Run 1, the clock network:
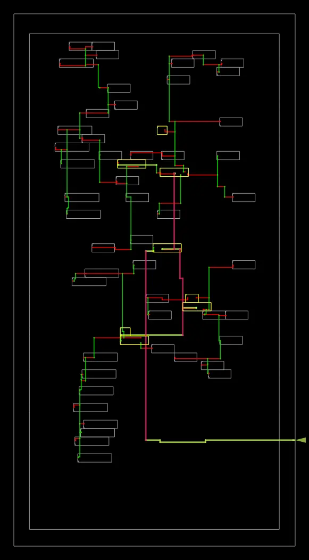
Run 1, metal layers overlaid:
Drawn at 4 px/µm.
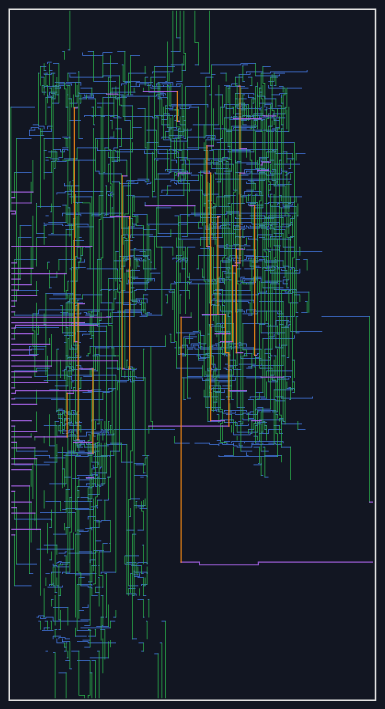
Run 1, PDN straps and rails:
Drawn at 3 px/µm. Pins as bars on the die edge.
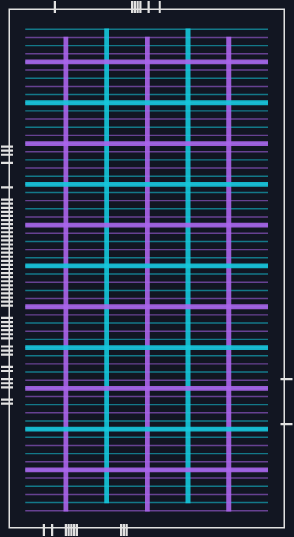
Run 1, selected gate families:
Drawn at 2 px/µm.
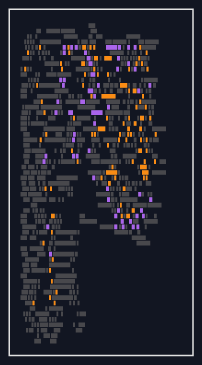
`src/rtl/dht_pkg.sv`:
```
// Shared constants for the DHT11 frame controller: status codes, FSM states, frame layout.
// DHT_FRAME_DECIMALS_EN selects the 5-byte frame (status, hum_int, hum_dec, tmp_int, tmp_dec).
package dht_pkg;

    localparam logic [7:0] ST_OK         = 8'h00;
    localparam logic [7:0] ST_SENSOR_ERR = 8'h1F;
    localparam logic [7:0] ST_CSUM_ERR   = 8'h2F;
    localparam logic [7:0] ST_TIMEOUT    = 8'h3F;

    typedef enum logic [2:0] {
        S_IDLE,
        S_KICK,
        S_ARM,
        S_BUSY,
        S_LATCH,
        S_SEND,
        S_DONE
    } state_t;

`ifdef DHT_FRAME_DECIMALS_EN
    localparam int FRAME_BYTES = 5;
`else
    localparam int FRAME_BYTES = 3;
`endif

    localparam int IDX_W = 3;

    localparam int HUM_INT_LSB = 32;
    localparam int HUM_DEC_LSB = 24;
    localparam int TMP_INT_LSB = 16;
    localparam int TMP_DEC_LSB = 8;
    localparam int CS_LSB      = 0;

    function automatic logic [7:0] field(input logic [39:0] frame, input int lsb);
        return frame[lsb +: 8];
    endfunction

endpackage

```
`src/rtl/dht11_frame_ctrl_if.sv`:
```
// Byte stream from the frame controller to the UART transmitter (valid/ready).
interface dht11_frame_ctrl_if;

    logic [7:0] tx_data;
    logic       tx_valid;
    logic       tx_ready;

    modport master (output tx_data, output tx_valid, input tx_ready);
    modport slave  (input tx_data, input tx_valid, output tx_ready);

endinterface

```
`src/rtl/dht11_checksum.sv`:
```
// Combinational DHT11 checksum: low byte of the four data bytes' sum must equal the checksum byte.
module dht11_checksum
    import dht_pkg::*;
(
    input  logic [39:0] frame,
    output logic        match
);

    logic [7:0] sum;

    always_comb begin
        sum   = field(frame, HUM_INT_LSB) + field(frame, HUM_DEC_LSB)
              + field(frame, TMP_INT_LSB) + field(frame, TMP_DEC_LSB);
        match = (sum == field(frame, CS_LSB));
    end

endmodule

```
`src/rtl/dht11_frame_ctrl.sv`:
```
// Sequences one DHT11 read, classifies the result and streams status + data bytes to UART TX.
// Define DHT_FRAME_DECIMALS_EN to include the decimal bytes in the frame.
module dht11_frame_ctrl
    import dht_pkg::*;
#(
    parameter int TIMEOUT_CYCLES = 5_000_000,
    parameter int ARM_CYCLES     = 16
) (
    input  logic                       i_Clock,
    input  logic                       i_Rst,
    input  logic                       i_Req,
    output logic                       o_Busy,
    output logic                       o_Dht_En,
    output logic                       o_Dht_Rst,
    input  logic [39:0]                i_Dht_Data,
    input  logic                       i_Dht_Wait,
    input  logic                       i_Dht_Error,
    dht11_frame_ctrl_if.master         tx,
    output logic                       o_Done,
    output logic [7:0]                 o_Status
);

    localparam int CNT_W = $clog2(TIMEOUT_CYCLES + 1);
    localparam logic [CNT_W-1:0] CNT_MAX      = CNT_W'(TIMEOUT_CYCLES);
    localparam logic [CNT_W-1:0] ARM_LAST     = CNT_W'(ARM_CYCLES - 1);
    localparam logic [CNT_W-1:0] TIMEOUT_LAST = CNT_W'(TIMEOUT_CYCLES - 1);

    function automatic logic [CNT_W-1:0] sat_inc(input logic [CNT_W-1:0] v);
        return (v >= CNT_MAX) ? CNT_MAX : v + CNT_W'(1);
    endfunction

    state_t           state, state_nxt;
    logic [CNT_W-1:0] cnt;
    logic             err_sticky;
    logic             timed_out;
    logic [IDX_W-1:0] idx;
    logic             csum_ok;
    logic [7:0]       status_nxt;
    logic [7:0]       tx_byte;
    logic             arm_expire, busy_expire, last_byte;
    logic [7:0]       hum_int, tmp_int;
`ifdef DHT_FRAME_DECIMALS_EN
    logic [7:0]       hum_dec, tmp_dec;
`endif

    dht11_checksum u_checksum (
        .frame (i_Dht_Data),
        .match (csum_ok)
    );

    assign arm_expire  = (state == S_ARM)  && !i_Dht_Wait && (cnt >= ARM_LAST);
    assign busy_expire = (state == S_BUSY) &&  i_Dht_Wait && (cnt >= TIMEOUT_LAST);
    assign last_byte   = (idx == IDX_W'(FRAME_BYTES - 1));

    // Timeout outranks the sticky error, which outranks a checksum mismatch.
    assign status_nxt = timed_out  ? ST_TIMEOUT :
                        err_sticky ? ST_SENSOR_ERR :
                        !csum_ok   ? ST_CSUM_ERR : ST_OK;

    always_ff @(posedge i_Clock) begin
        if (i_Rst) state <= S_IDLE;
        else       state <= state_nxt;
    end

    always_comb begin
        state_nxt = state;
        case (state)
            S_IDLE:  if (i_Req) state_nxt = S_KICK;
            S_KICK:  state_nxt = S_ARM;
            S_ARM:   if (i_Dht_Wait) state_nxt = S_BUSY;
                     else if (arm_expire) state_nxt = S_LATCH;
            S_BUSY:  if (!i_Dht_Wait || busy_expire) state_nxt = S_LATCH;
            S_LATCH: state_nxt = S_SEND;
            S_SEND:  if (tx.tx_ready && last_byte) state_nxt = S_DONE;
            S_DONE:  state_nxt = S_IDLE;
            default: state_nxt = S_IDLE;
        endcase
    end

    always_comb begin
        o_Busy      = (state != S_IDLE);
        o_Dht_En    = (state == S_KICK) || (state == S_ARM) || (state == S_BUSY);
        o_Dht_Rst   = (state == S_KICK);
        tx.tx_valid = (state == S_SEND);
        tx.tx_data  = (state == S_SEND) ? tx_byte : 8'h00;
        o_Done      = (state == S_DONE);
    end

    always_ff @(posedge i_Clock) begin
        if (i_Rst) begin
            cnt        <= '0;
            err_sticky <= 1'b0;
            timed_out  <= 1'b0;
            idx        <= '0;
            o_Status   <= ST_OK;
        end else begin
            case (state)
                S_KICK: begin
                    cnt        <= '0;
                    err_sticky <= 1'b0;
                    timed_out  <= 1'b0;
                end
                S_ARM: begin
                    cnt <= i_Dht_Wait ? '0 : sat_inc(cnt);
                    if (arm_expire) timed_out <= 1'b1;
                end
                S_BUSY: begin
                    // Error drops together with Wait, so it must be remembered here.
                    if (i_Dht_Error) err_sticky <= 1'b1;
                    cnt <= sat_inc(cnt);
                    if (busy_expire) timed_out <= 1'b1;
                end
                S_LATCH: begin
                    o_Status <= status_nxt;
                    idx      <= '0;
                end
                S_SEND:  if (tx.tx_ready && !last_byte) idx <= idx + IDX_W'(1);
                default: ;
            endcase
        end
    end

    always_ff @(posedge i_Clock) begin
        if (state == S_LATCH) begin
            hum_int <= (status_nxt == ST_OK) ? field(i_Dht_Data, HUM_INT_LSB) : 8'h00;
            tmp_int <= (status_nxt == ST_OK) ? field(i_Dht_Data, TMP_INT_LSB) : 8'h00;
`ifdef DHT_FRAME_DECIMALS_EN
            hum_dec <= (status_nxt == ST_OK) ? field(i_Dht_Data, HUM_DEC_LSB) : 8'h00;
            tmp_dec <= (status_nxt == ST_OK) ? field(i_Dht_Data, TMP_DEC_LSB) : 8'h00;
`endif
        end
    end

    always_comb begin
        tx_byte = 8'h00;
        case (idx)
            3'd0: tx_byte = o_Status;
`ifdef DHT_FRAME_DECIMALS_EN
            3'd1: tx_byte = hum_int;
            3'd2: tx_byte = hum_dec;
            3'd3: tx_byte = tmp_int;
            3'd4: tx_byte = tmp_dec;
`else
            3'd1: tx_byte = hum_int;
            3'd2: tx_byte = tmp_int;
`endif
            default: tx_byte = 8'h00;
        endcase
    end

endmodule
```
`src/flat_wrapper.sv`:
```
// flat-port wrapper written by rule: the top's interface ports become plain ports
module dht11_frame_ctrl_flat import dht_pkg::*;
#(
    parameter int TIMEOUT_CYCLES = 5_000_000,
    parameter int ARM_CYCLES     = 16
)
  (i_Clock, i_Rst, i_Req, o_Busy, o_Dht_En, o_Dht_Rst, i_Dht_Data, i_Dht_Wait, i_Dht_Error, o_Done, o_Status, tx_tx_data, tx_tx_valid, tx_tx_ready);
  dht11_frame_ctrl_if tx_i ();
  input  logic i_Clock;
  input  logic i_Rst;
  input  logic i_Req;
  output logic o_Busy;
  output logic o_Dht_En;
  output logic o_Dht_Rst;
  input  logic [39:0] i_Dht_Data;
  input  logic i_Dht_Wait;
  input  logic i_Dht_Error;
  output logic o_Done;
  output logic [7:0] o_Status;
  output wire logic [$bits(tx_i.tx_data)-1:0] tx_tx_data;
  output wire logic [$bits(tx_i.tx_valid)-1:0] tx_tx_valid;
  input wire logic [$bits(tx_i.tx_ready)-1:0] tx_tx_ready;
  assign tx_tx_data = tx_i.tx_data;
  assign tx_tx_valid = tx_i.tx_valid;
  assign tx_i.tx_ready = tx_tx_ready;
  dht11_frame_ctrl #(.TIMEOUT_CYCLES(TIMEOUT_CYCLES), .ARM_CYCLES(ARM_CYCLES)) u_core (.i_Clock(i_Clock), .i_Rst(i_Rst), .i_Req(i_Req), .o_Busy(o_Busy), .o_Dht_En(o_Dht_En), .o_Dht_Rst(o_Dht_Rst), .i_Dht_Data(i_Dht_Data), .i_Dht_Wait(i_Dht_Wait), .i_Dht_Error(i_Dht_Error), .tx(tx_i), .o_Done(o_Done), .o_Status(o_Status));
endmodule
```
`config.mk`:
```
export PLATFORM = sky130hd
export DESIGN_NAME = dht11_frame_ctrl_flat
export DESIGN_NICKNAME = d
export VERILOG_FILES = /design/src/rtl/dht_pkg.sv /design/src/rtl/dht11_frame_ctrl_if.sv /design/src/rtl/dht11_checksum.sv /design/src/rtl/dht11_frame_ctrl.sv /design/src/flat_wrapper.sv
export SDC_FILE = /design/constraint.sdc
export NUM_CORES = 1
export LEC_CHECK = 0
export ABC_AREA = 1
export CAP_MARGIN = 25
export CORE_ASPECT_RATIO = 2
export CORE_MARGIN = 5
export CORE_UTILIZATION = 30
export DETAILED_ROUTE_END_ITERATION = 10
export GPL_TIMING_DRIVEN = 0
export SYNTH_ARGS = -nofsm -noshare
export SYNTH_HDL_FRONTEND = slang
export SYNTH_SLANG_ARGS = --single-unit
```
`constraint.sdc`:
```
create_clock -name i_Clock -period 9.8 [get_ports i_Clock]
set_clock_uncertainty 0.05 [all_clocks]
set_input_delay 1.96 -clock i_Clock [delete_from_list [all_inputs] [get_ports i_Clock]]
set_output_delay 1.96 -clock i_Clock [all_outputs]
set_load 0.02 [all_outputs]
```
==> results.ini, run 1 <==
[power]
pwr_density_cell_mw_per_mm2=170.7
peakVddDrop_uv=93.59
share_comb_of_total_power_pct=46.9
pwr-share-clk_pct=22.1
p_seq_share_pct=31.0
total_power_mw=0.8449
p_switching_mw=0.3597

[final_layout]
seq_area_mm2=0.001161
num_antenna_cells=0
post-route-util_pct=38.10
inv_count=100
clock_cell_area_share_pct=3.109
syn_to_final_growth_pct=25.19
comb_cells=419
seq_share_pct=23.46
layout-drive-gt1-share_pct=8.397
nFillCells=1386
design_area_mm2=0.004950
n_all_buffers=78

[drt]
num_vias=3933
routed_wl_um=11220
top_layer=met4
wl_met1_um=3545
drtIter0Drc=146
wire_per_inst_um=13.90

[final_timing]
max_freq_mhz=182.8
slew-limit-headroom_pct=63.37
tightest_slew_ps=549.5
finalSetupViolCount=0
finalCritPeriodShare_pct=55.81
maxSlewViolCount=0
layout_setup_ws_ps=4330
fin_hold_ws_ps=429.7

[floorplan]
n_tap_cell=152
rows=59
chipArea_mm2=0.01571
fp.dieW_um=91.18
top_level_ports=67
fp_util_pct=30.43

[synthesis]
yosys_area_mm2=0.003954
ys_sh_adder_pct=11.20
simple_gate_area_share_pct=37.03
synth_warnings=0
yosys-top-cells-area=dfxtp_1, nand2_1, edfxtp_1
synthAoiAreaFrac_pct=8.006
ys_seq_share_pct=29.37
ys.flops=50
syn_inst=582

[placed_design]
post-place-ws_ps=3940
dpl_cell_area_mm2=0.004796
hpwl_um=9412
place_inst=799

[grt]
grt_pass1_wl_um=18260
grt_use_total_pct=14.54
antenna_found_initial=0

[clock_tree]
cts_hold_buf=0
cts.htree.levels=2
tritoncts=built
cts.clk_slew.worst_paths_ps=80

[worst_setup_path]
crit_fanout=10
crit_family=adder cells
cp_slowest_cell=fa_1
slowest_delay_ps=550
timing.rr.end=u_core.cnt[20]$_SDFFE_PP0P_
worst-path-buf-inv=5
r2r-start=u_core.cnt[1]$_SDFFE_PP0P_
critPathLaunchType=primary input
crit_cells=17
endpoint=u_core.tmp_int[4]$_SDFFCE_PP0P_

[min_path]
whs_path_depth=2
min_to=u_core.timed_out$_SDFFE_PP0P_

[run_status]
status=completed

[run]
openroad.warnings=31

Notes on 'the clock network' above:
# clk buffers: 5
Flops: 50
CTS Buf Count: 5
CTS Sinks: 50
P_clk: 0.186 mW

Notes on 'metal layers overlaid' above:
legend:
  met2:
    colour: green
    wire_length: 6,630 µm
  met4:
    colour: orange
    wire_length: 540 µm
  met1:
    colour: blue
    wire_length: 3,550 µm
  met3:
    colour: purple
    wire_length: 500 µm

Notes on 'PDN straps and rails' above:
legend:
  VDD:
    colour: cyan
  VSS:
    colour: purple
rows: 59
met4 straps: 5
signal pins: 67

Notes on 'selected gate families' above:
legend:
  inverting AOI/OAI gates:
    colour: purple
    cells: 56
  NOR gates:
    colour: orange
    cells: 93
fin cells: 807
combinational share of cell area: 47.24%
Top cell excl fill/tap: nand2_1

## run 1: metal layers
layer  vias to the layer above  global-route usage [%]
met3                        36                   2.612
met4                         0                   7.982
met1                      1823                   11.67
li1                       1965                       -
met2                       109                   31.14
met5                         -                       0
## run 1: cells in the final DEF, fill, tap and decap left out, types with 2 or more instances in the layout
cell,n
a21oi_1,33
a31oi_1,2
buf_2,5
buf_4,5
clkbuf_1,3
clkbuf_16,5
clkdlybuf4s50_1,63
conb_1,2
dfxtp_1,34
edfxtp_1,16
fa_1,14
ha_1,13
inv_1,90
inv_2,9
nand2_1,156
nand2_2,2
nand3_1,47
nand3b_1,2
nand4_1,13
nor2_1,72
nor2_2,7
nor2_4,3
nor3_1,6
nor3_2,2
o21ai_0,15
o21ai_4,2
or2_1,2
or2_2,2
xor2_1,11
## run 1: state kept, by name, summed over array words and instances, names as in the netlist
name and count:
u_core.tmp_int 8, u_core.cnt 23, u_core.state 3, u_core.idx 3, u_core.o_Status 3, u_core.timed_out 1, u_core.hum_int 8, u_core.err_sticky 1
## run 1: cell usage after synthesis, drive strengths merged
master	number
a211oi	1
a21boi	1
a21oi	34
a22oi	1
a31oi	2
and2	1
buf	11
clkbuf	3
clkinv	1
conb	1
dfxtp	34
edfxtp	16
fa	14
ha	13
inv	99
nand2	159
nand3	48
nand3b	3
nand4	14
nor2	83
nor3	9
nor4	1
o21ai	17
or2	4
xnor2	1
xor2	11
## run 1: power by group through the flow
stage | clock network (mW) | logic [mW] | registers [mW]
after floorplan | 0 | 0.260 | 0.265
after global placement | 0 | 0.389 | 0.267
after detailed placement | 0 | 0.400 | 0.267
after CTS | 0.190 | 0.401 | 0.262
after global routing | 0.197 | 0.447 | 0.265
final | 0.186 | 0.397 | 0.262
==> run 1 -> run 2 <==
==> constraint.sdc (replaced) <==
create_clock -name i_Clock -period 5.4 [get_ports i_Clock]
set_clock_uncertainty 0.05 [all_clocks]
set_input_delay 1.08 -clock i_Clock [delete_from_list [all_inputs] [get_ports i_Clock]]
set_output_delay 1.08 -clock i_Clock [all_outputs]
set_load 0.02 [all_outputs]
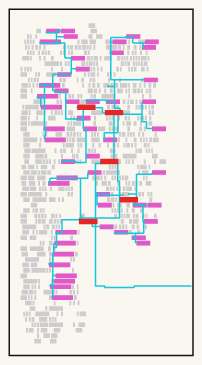
Run 2: clock wires, drivers and flops
Drawn at 2 px/µm.
legend:
  flip-flops:
    colour: magenta
    count: 50
  cells driving clock nets:
    colour: red
    count: 5
  clock wires:
    colour: cyan
    length: 785 µm
routed clock nets: 6
clk latency late pin: 300 ps
P_clk: 0.338 mW
Clock Power Share: 22.1%

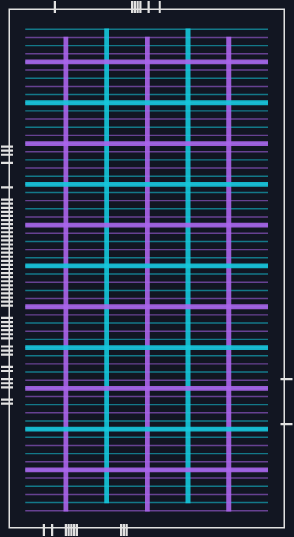
Run 2: PDN straps and rails
Drawn at 3 px/µm. Pins as bars on the die edge.
legend:
  VDD:
    colour: cyan
  VSS:
    colour: purple
met5 straps: 11
signal pins: 67
rows: 59

==> run 2 against run 1 <==
Against the previous run: die area unchanged; area after synthesis unchanged; clock power is 82% higher; count of clock-buffer cells in the layout is the same; routed wire length unchanged; via count stayed put; power rose by 81%; final cell count unchanged; synthesized cell count stayed put; flip-flop count stayed put; setup slack worse by 3500 ps.
==> results.ini, run 2 <==
[run_status]
status=completed

[final_timing]
max_freq_mhz=217.9
tightest_slew_ps=549.5
layout_setup_ws_ps=810.2
finalSetupViolCount=0
fin_hold_ws_ps=429.7
finalCriticalPeriod_ps=4590
finalCritPeriodShare_pct=85.00
grt_setup_unrepaired=false
slew-limit-headroom_pct=63.37
fin_setup_tns_ps=0
maxSlewViolCount=0

[clock_tree]
clk_path_buf_depth=2
cts_sinks=50
cts_hold_buf=0
cts_resized=0
cts_setup_buffers=0
numCtsBuffers=5
cts.clk_slew.worst_paths_ps=80
cts.htree.levels=2
root_buffer=clkbuf_16
tritoncts=built

[synthesis]
synth-edff-count=16
flop_cell=dfxtp_1
yosys-top-cells-area=dfxtp_1, nand2_1, edfxtp_1
ys_top_cells_by_count=nand2_1, inv_1, nor2_1
ys_async_sr_fraction_pct=0
ys_cells=582
syn_area_mm2=0.003954
syn_area_per_cell_um2=6.793
syn_inst=582
top_cell=nand2_1
yosysUniqueCellTypes=42
ys.flops=50
synth_warnings=0
ys_seq_share_pct=29.37
top_area_cell=dfxtp_1
yosys_area_mm2=0.003954
yosysTopAreaCellShare_pct=17.22

[floorplan]
top_level_ports=67
chipArea_mm2=0.01571
fp_util_pct=30.43
fp.dieW_um=91.18
rows=59

[placed_design]
place_inst=799
hpwl_um=9412
port-buffer-count=63
gp_congestion=0.9473
post-place-ws_ps=420.0
dpl_cell_area_mm2=0.004796

[worst_setup_path]
regToRegSetupSlack_ps=3320
crit_type=primary input to register
timing.rr.end=u_core.cnt[20]$_SDFFE_PP0P_
crit_start=i_Dht_Data[9]
end_kind=register
crit_fanout=10
r2r-start=u_core.cnt[1]$_SDFFE_PP0P_
crit_required_ps=5500
critPathLaunchType=primary input
cp_data_arrival_time_ps=4690

[run]
maxCapViolCount=0
openroad.warnings=31

[grt]
grt_pass1_vias=4017
grt_max_degree=20
grt_use_total_pct=14.54
antenna_found_initial=0
grt.overflow.total=0
grt_pass1_wl_um=18260

[power]
top_power_group=combinational logic
peakVddDrop_uv=169.9
share_comb_of_total_power_pct=46.9
power.internal_mw=0.8804
powerComb_mw=0.720
pwr_density_cell_mw_per_mm2=309.8
p_seq_share_pct=31.0
swShare_pct=42.58
p_switching_mw=0.6528
seq-power_mw=0.475
power_leakage_nw=2.252
total_power_mw=1.533

[min_path]
min_to=u_core.timed_out$_SDFFE_PP0P_
min_from=u_core.timed_out$_SDFFE_PP0P_
whs_path_depth=2

[drt]
drtIter0Drc=146
drcViolationCount=0
num_vias=3933
wire_per_inst_um=13.90
drt_first_pass_iters=4
routed_via_density=4.874
routed_wl_um=11220
antenna_left=0

[final_layout]
design_area_mm2=0.004950
fin_cells=807
reg_top3=u_core.cnt: 23 flops, u_core.hum_int: 8 flops, u_core.tmp_int: 8 flops
layout-drive-gt1-share_pct=8.397
top_register=u_core.cnt
final_cell_mix=nand2_1, inv_1, nor2_1, clkdlybuf4s50_1, nand3_1
layout_top_cell=nand2_1
fin_nets=727
largest_register_ffs=23
post-route-util_pct=38.10
syn_to_final_growth_pct=25.19
num_antenna_cells=0

run 2: cell counts in the layout (fill, tap and decap cells not counted):
Identical to the previous run, type by type.
run 2: worst max-delay path: stages:
cell	delay (ps)
clkdlybuf4s50_1	430
fa_1	550
inv_1	60
fa_1	490
inv_1	40
ha_1	240
fa_1	460
inv_1	90
nand2_1	70
nand3b_1	80
nand2_1	50
nor2_1	150
nand3_1	120
nor2_2	230
nand4_4	220
buf_6	210
nor2_1	100
run 2: area by class of cell:
cell class	count	area, µm²
Tap cell	152	190.2
Timing Repair Buffer	64	645.6
Buffer	14	85.08
Clock buffer	5	125.1
Sequential cell	50	1161
Inverter	100	375.4
Multi-Input combinational cell	419	2338
Fill cell	1386	8043
Clock inverter	3	28.78
run 2: logic make-up after synthesis:
group | synth area share (%)
flip-flops | 29.37
XOR/XNOR | 2.658
AND-OR/OR-AND | 8.006
buffers and inverters | 11.65
other | 0.09485
adder cells (fa/ha/maj) | 11.20
AND/OR/NAND/NOR | 37.03
run 2: how the worst max path moves through the flow:
| stage | end | slack [ps] |
|---|---|---|
| after floorplan | u_core.hum_int[1]$_SDFFCE_PP0P_ | 1500 |
| after global placement | u_core.hum_int[3]$_SDFFCE_PP0P_ | 470 |
| after detailed placement | u_core.tmp_int[4]$_SDFFCE_PP0P_ | 420 |
| after CTS | u_core.tmp_int[4]$_SDFFCE_PP0P_ | 730 |
| after global routing | u_core.hum_int[2]$_SDFFCE_PP0P_ | 530 |
| final | u_core.tmp_int[4]$_SDFFCE_PP0P_ | 810 |
run 2: layer usage:
metal / vias to the layer above / track usage (%) / part of all wire, %
li1: 1965 / - / -
met1: 1823 / 11.67 / 32
met2: 109 / 31.14 / 59
met3: 36 / 2.612 / 4.5
met4: 0 / 7.982 / 4.8
met5: - / 0 / 0
Run 2, the clock network:
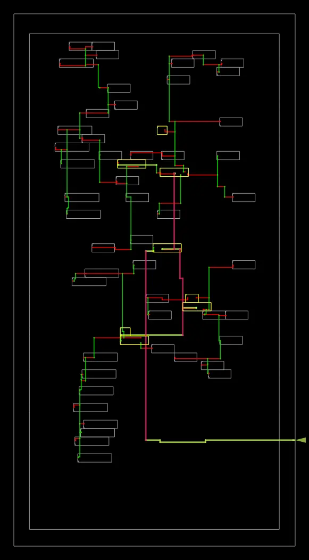

==> run 2 -> run 3 <==
==> constraint.sdc (replaced) <==
create_clock -name i_Clock -period 4.45 [get_ports i_Clock]
set_clock_uncertainty 0.05 [all_clocks]
set_input_delay 0.89 -clock i_Clock [delete_from_list [all_inputs] [get_ports i_Clock]]
set_output_delay 0.89 -clock i_Clock [all_outputs]
set_load 0.02 [all_outputs]
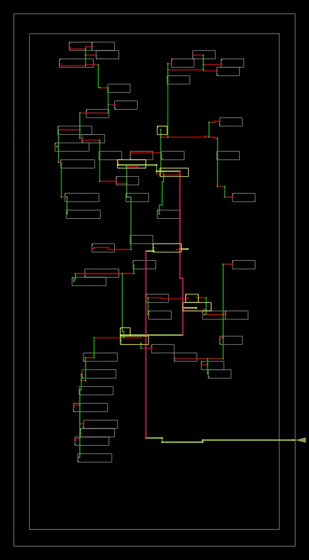
Run 3: the clock network
P_clk: 0.410 mW

==> run 3 against run 2 <==
Against the previous run: via count increased by 0.53%; die area unchanged; combinational power increased by 22%; critical endpoint unchanged; setup slack got worse by 590 ps; largest cell class unchanged; final area is 0.66% higher; routed wire length barely moved; register-to-register slack worse by 940 ps.
==> results.ini, run 3 <==
[run_status]
status=completed

[final_timing]
finalCritPeriodShare_pct=94.96
maxSlewViolCount=0
max_freq_mhz=236.7
layout_setup_ws_ps=224.4
hold_viol=0
slew-limit-headroom_pct=63.83
grt_setup_unrepaired=false
tightest_slew_ps=542.5
finalCriticalPeriod_ps=4226
finalSetupViolCount=0

[worst_setup_path]
crit_fanout=10
crit_required_ps=4550
cp_data_arrival_time_ps=4330
slowest_delay_ps=550
end_kind=register
worst-path-buf-inv=4
critPathLaunchType=primary input
crit_family=adder cells
crit_chain=clkdlybuf4s50_1 > fa_1 > inv_1 > fa_1 > inv_1 > ha_1 > fa_2 > nand2_1 > nand2_1 > nand3_1 > nor2_2 > nand3_1 > nor2_4 > nand4_4 > buf_6 > nor2_1
cp_slowest_cell=fa_1
crit_type=primary input to register

[synthesis]
synth-edff-count=16
syn_area_per_cell_um2=6.793
synth_warnings=0
top_cell=nand2_1
mux_share_pct=0
synth-xor-area-share_pct=2.658
ys_cells=582
top_area_cell=dfxtp_1
ys_async_sr_fraction_pct=0
ys_seq_share_pct=29.37
ys_sh_adder_pct=11.20
ys_top_cells_by_count=nand2_1, inv_1, nor2_1
synthAoiAreaFrac_pct=8.006
yosys-top-cells-area=dfxtp_1, nand2_1, edfxtp_1
simple_gate_area_share_pct=37.03
yosysTopAreaCellShare_pct=17.22
syn_area_mm2=0.003954
yosys_area_mm2=0.003954
logic_family=simple AND/OR/NAND/NOR gates
syn_inst=582
flop_cell=dfxtp_1
ys.flops=50
yosysUniqueCellTypes=42

[power]
pwr-share-clk_pct=22.0
power.internal_mw=1.071
power_leakage_nw=2.262
total_power_mw=1.866
p_seq_share_pct=30.9
peakVddDrop_uv=205.7
p_switching_mw=0.7951
top_power_group=combinational logic
pwr_density_cell_mw_per_mm2=374.6
swShare_pct=42.61
seq-power_mw=0.577
powerComb_mw=0.879
share_comb_of_total_power_pct=47.1

[floorplan]
rows=59
top_level_ports=67
fp.dieH_um=172.4
core-area_mm2=0.01299
fp_util_pct=30.43
fp.dieW_um=91.18
chipArea_mm2=0.01571

[drt]
antenna_left=0
drt_first_pass_iters=4
routed_via_density=4.881
drtIter0Drc=158
drcViolationCount=0

[final_layout]
design_area_mm2=0.004982
num_antenna_cells=0
syn_to_final_growth_pct=26.01
reg_top3=u_core.cnt: 23 flops, u_core.hum_int: 8 flops, u_core.tmp_int: 8 flops
nFillCells=1384
post-route-util_pct=38.35
fin_nets=730
layout_top_cell=nand2_1
final_cell_mix=nand2_1, inv_1, nor2_1, clkdlybuf4s50_1, nand3_1
top_register=u_core.cnt
largest_register_ffs=23
layout-drive-gt1-share_pct=9.119

[clock_tree]
numCtsBuffers=5
tritoncts=built
cts_hold_buf=0
cts.htree.levels=2
clk_path_buf_depth=2
cts_sinks=50
root_buffer=clkbuf_16
clk_latency_ps=300
cts.clk_slew.worst_paths_ps=80

[min_path]
hold_class=register to register

[grt]
grt_max_degree=20
grt_pass1_vias=4014
grt_pass1_wl_um=18240
grt.overflow.total=0
antenna_found_initial=0

[placed_design]
post-place-ws_ps=-340.0
dpl_cell_area_mm2=0.004796
gp_congestion=0.9473
hpwl_um=9412
port-buffer-count=63

[run]
openroad.warnings=31
maxCapViolCount=0

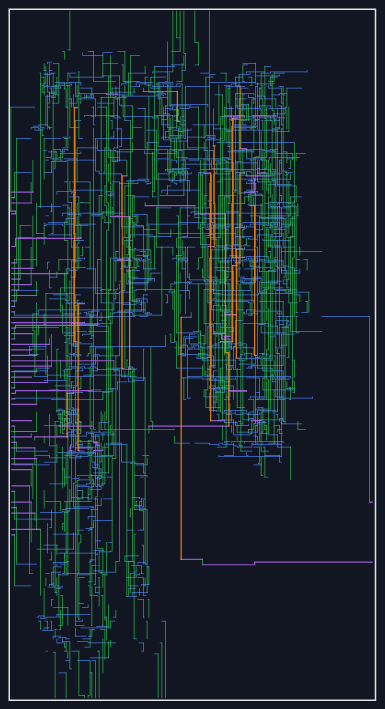
Run 3: metal layers overlaid
Drawn at 4 px/µm.
vias: 3,954
Tot GR Track Use: 14.52%
Wirelength per Cell: 13.83 µm
final wirelength: 11,210 µm

run 3: worst paths after layout:
path / startpoint / to / slack, ps / cells after the start
min: u_core.timed_out$_SDFFE_PP0P_ / u_core.timed_out$_SDFFE_PP0P_ / 430 / 2
min reg2reg: u_core.timed_out$_SDFFE_PP0P_ / u_core.timed_out$_SDFFE_PP0P_ / 430 / 2
max: i_Dht_Data[9] / u_core.tmp_int[4]$_SDFFCE_PP0P_ / 220 / 16
max reg2reg: u_core.cnt[1]$_SDFFE_PP0P_ / u_core.cnt[20]$_SDFFE_PP0P_ / 2380 / 10
run 3: cell type report:
type                            count  area [µm²]  area share, %
Multi-Input combinational cell    419        2349          47.14
Sequential cell                    50        1161          23.30
Timing Repair Buffer               67       668.1          13.41
Inverter                          100       375.4          7.534
Tap cell                          152       190.2          3.817
Clock buffer                        5       125.1          2.511
Buffer                             14       85.08          1.708
Clock inverter                      3       28.78         0.5776
run 3: routing by layer:
metal  track usage (%)  routed length [µm]
met1             11.67                3472
met3             2.612                 522
met5                 0                   0
met4             7.982                 557
met2             31.08                6653
run 3: through the flow:
| stage | instances | hold WS, ps | TNS, ps |
|---|---|---|---|
| global route | 810 | 465.1 | 0 |
| finish | 810 | 429.6 | 0 |
| global placement | 798 | 410.9 | -3598 |
| floorplan | 583 | 393.5 | 0 |
| CTS | 807 | 435.8 | 0 |
| detailed placement | 799 | 420.9 | -4268 |
run 3: what timing repair did:
action                     4_1_cts  5_1_grt
resized                          1        2
setup endpoints to repair        8       10
pin swaps                        0        1
setup buffers                    0        3
run 3: worst min-delay path: stages (launching register included):
cell and delay (ps):
dfxtp_1 330, inv_1 50, a21oi_1 60
Power is estimated from default activity; no workload was simulated.
